==> config.mk <==
export PLATFORM = sky130hd
export DESIGN_NAME = seg7_scan_ctrl
export DESIGN_NICKNAME = d
export VERILOG_FILES = /design/src/rtl/seg7_scan_ctrl.sv
export SDC_FILE = /design/constraint.sdc
export NUM_CORES = 1
export LEC_CHECK = 0
export ABC_AREA = 1
export CAP_MARGIN = 20
export CORE_MARGIN = 2
export CORE_UTILIZATION = 50
export CTS_CLUSTER_DIAMETER = 40
export DETAILED_ROUTE_END_ITERATION = 12
export PLACE_DENSITY_LB_ADDON = 0.25
export SYNTH_ARGS = -nofsm -noshare
export SYNTH_HDL_FRONTEND = slang
export SYNTH_SLANG_ARGS = --single-unit
==> constraint.sdc <==
create_clock -name clk -period 6.5 [get_ports clk]
set_clock_uncertainty 0.1 [all_clocks]
set_input_delay 1.3 -clock clk [delete_from_list [all_inputs] [get_ports clk]]
set_output_delay 1.3 -clock clk [all_outputs]
set_load 0.1 [all_outputs]
registers.png
Scale bar: 20 microns. Other sequential cells in the stronger grey, the rest of the logic in the fainter grey.
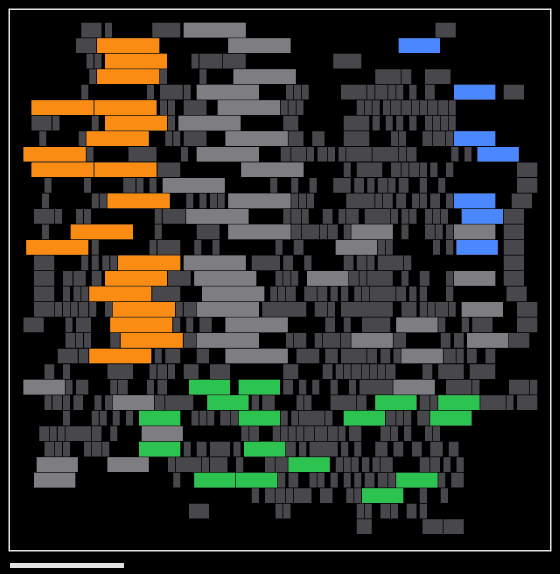
colour	netlist name	placed flops
blue	CN	7
orange	shadow	20
green	pcnt	16
not coloured	37
FF/Latch Area: 2000 sq um
P_seq: 0.000552 W
sequential share of cell area: 0.425
final core occ: 0.582

final_clocks.png
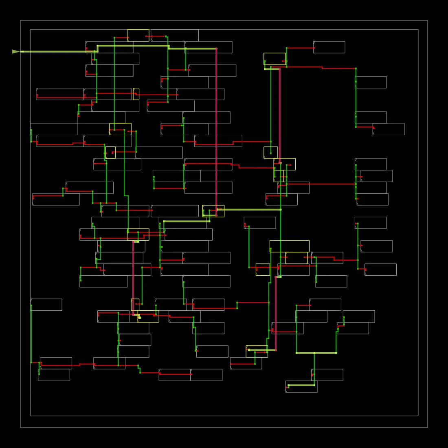
Clk. pwr: 0.000354 W
# clk buffers: 10
CTS Buf Count: 9
Flops: 80

metal_stack.png
Scale bar: 20 microns. Only two layers are drawn.
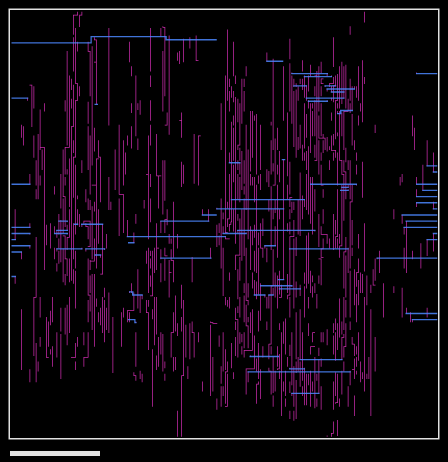
colour	layer	wire length
blue	met3	413 microns
magenta	met2	3840 microns
overall routing resource usage: 0.195
DR vias: 3306
DR WL/cell: 12.6 microns
Post-Route WL: 8110 microns

clock_map.png
Scale bar: 20 microns.
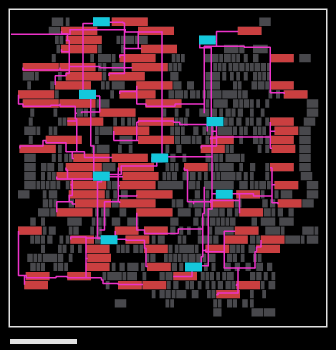
[magenta] clock wires | length: 1020 microns
[red] flip-flops | count: 80
[cyan] cells driving clock nets | count: 9
routed clock nets	10
flops lie	widely spread
Clock Power Share: 0.357
clk latency late pin: 0.36 ns

cell_classes.png
Fill, decap, tap and diode cells in grey.
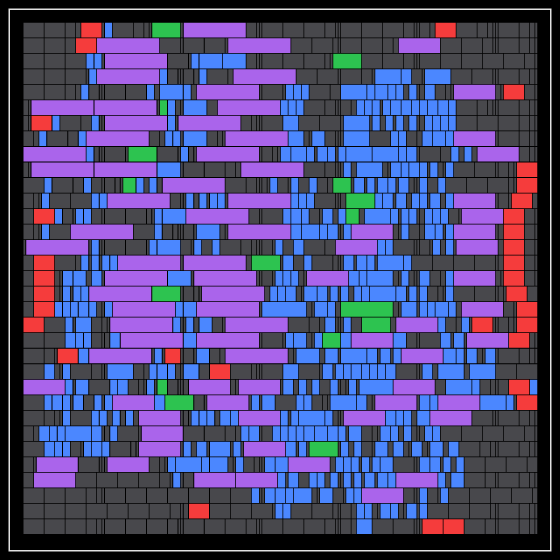
colour	class	cells
blue	all other logic	411
purple	flip-flops	80
red	other buffers and delay cells	32
green	clock drivers and dummy loads	16
design area: 4710 sq um
core box area: 8090 sq um
row cnt: 33

==> run notes <==
yosys + openroad results -> status=finished clean, OpenROAD warning count=35, non-clock inverter count=75, async set or reset register ratio after synthesis=0, hold slack=0.352 ns, sw frac=0.258, internal power=0.000736 W, logic gate share of total power=0.086, RSZ-0062 raised after global routing=no, main area contributors=edfxtp_1, dfxtp_1, nand2_1, inv_1, ha_1, Post-DP HPWL=6030 microns, clock root buffer=clkbuf_8, post-CTS setup buffer count=0, number of enable flip-flop cells=40, adder share=0.0609, Worst VDD drop=0.127 mV, Via density=5.13, met2 Track Usage GR=0.316, mux share=0, layout cells sized above 1=0.0853, drt pass-1 iters=6, Largest Pwr Group=sequential cells, Final clock-cell share=0.0399, Top Layer Used=met4, overall power=0.000991 W, reg2reg setup slack=3.76 ns, Comb area share=0.380, worst hold path type=reg -> reg, final hold viol count=0, hold depth=1
Power is estimated from default activity; no workload was simulated.
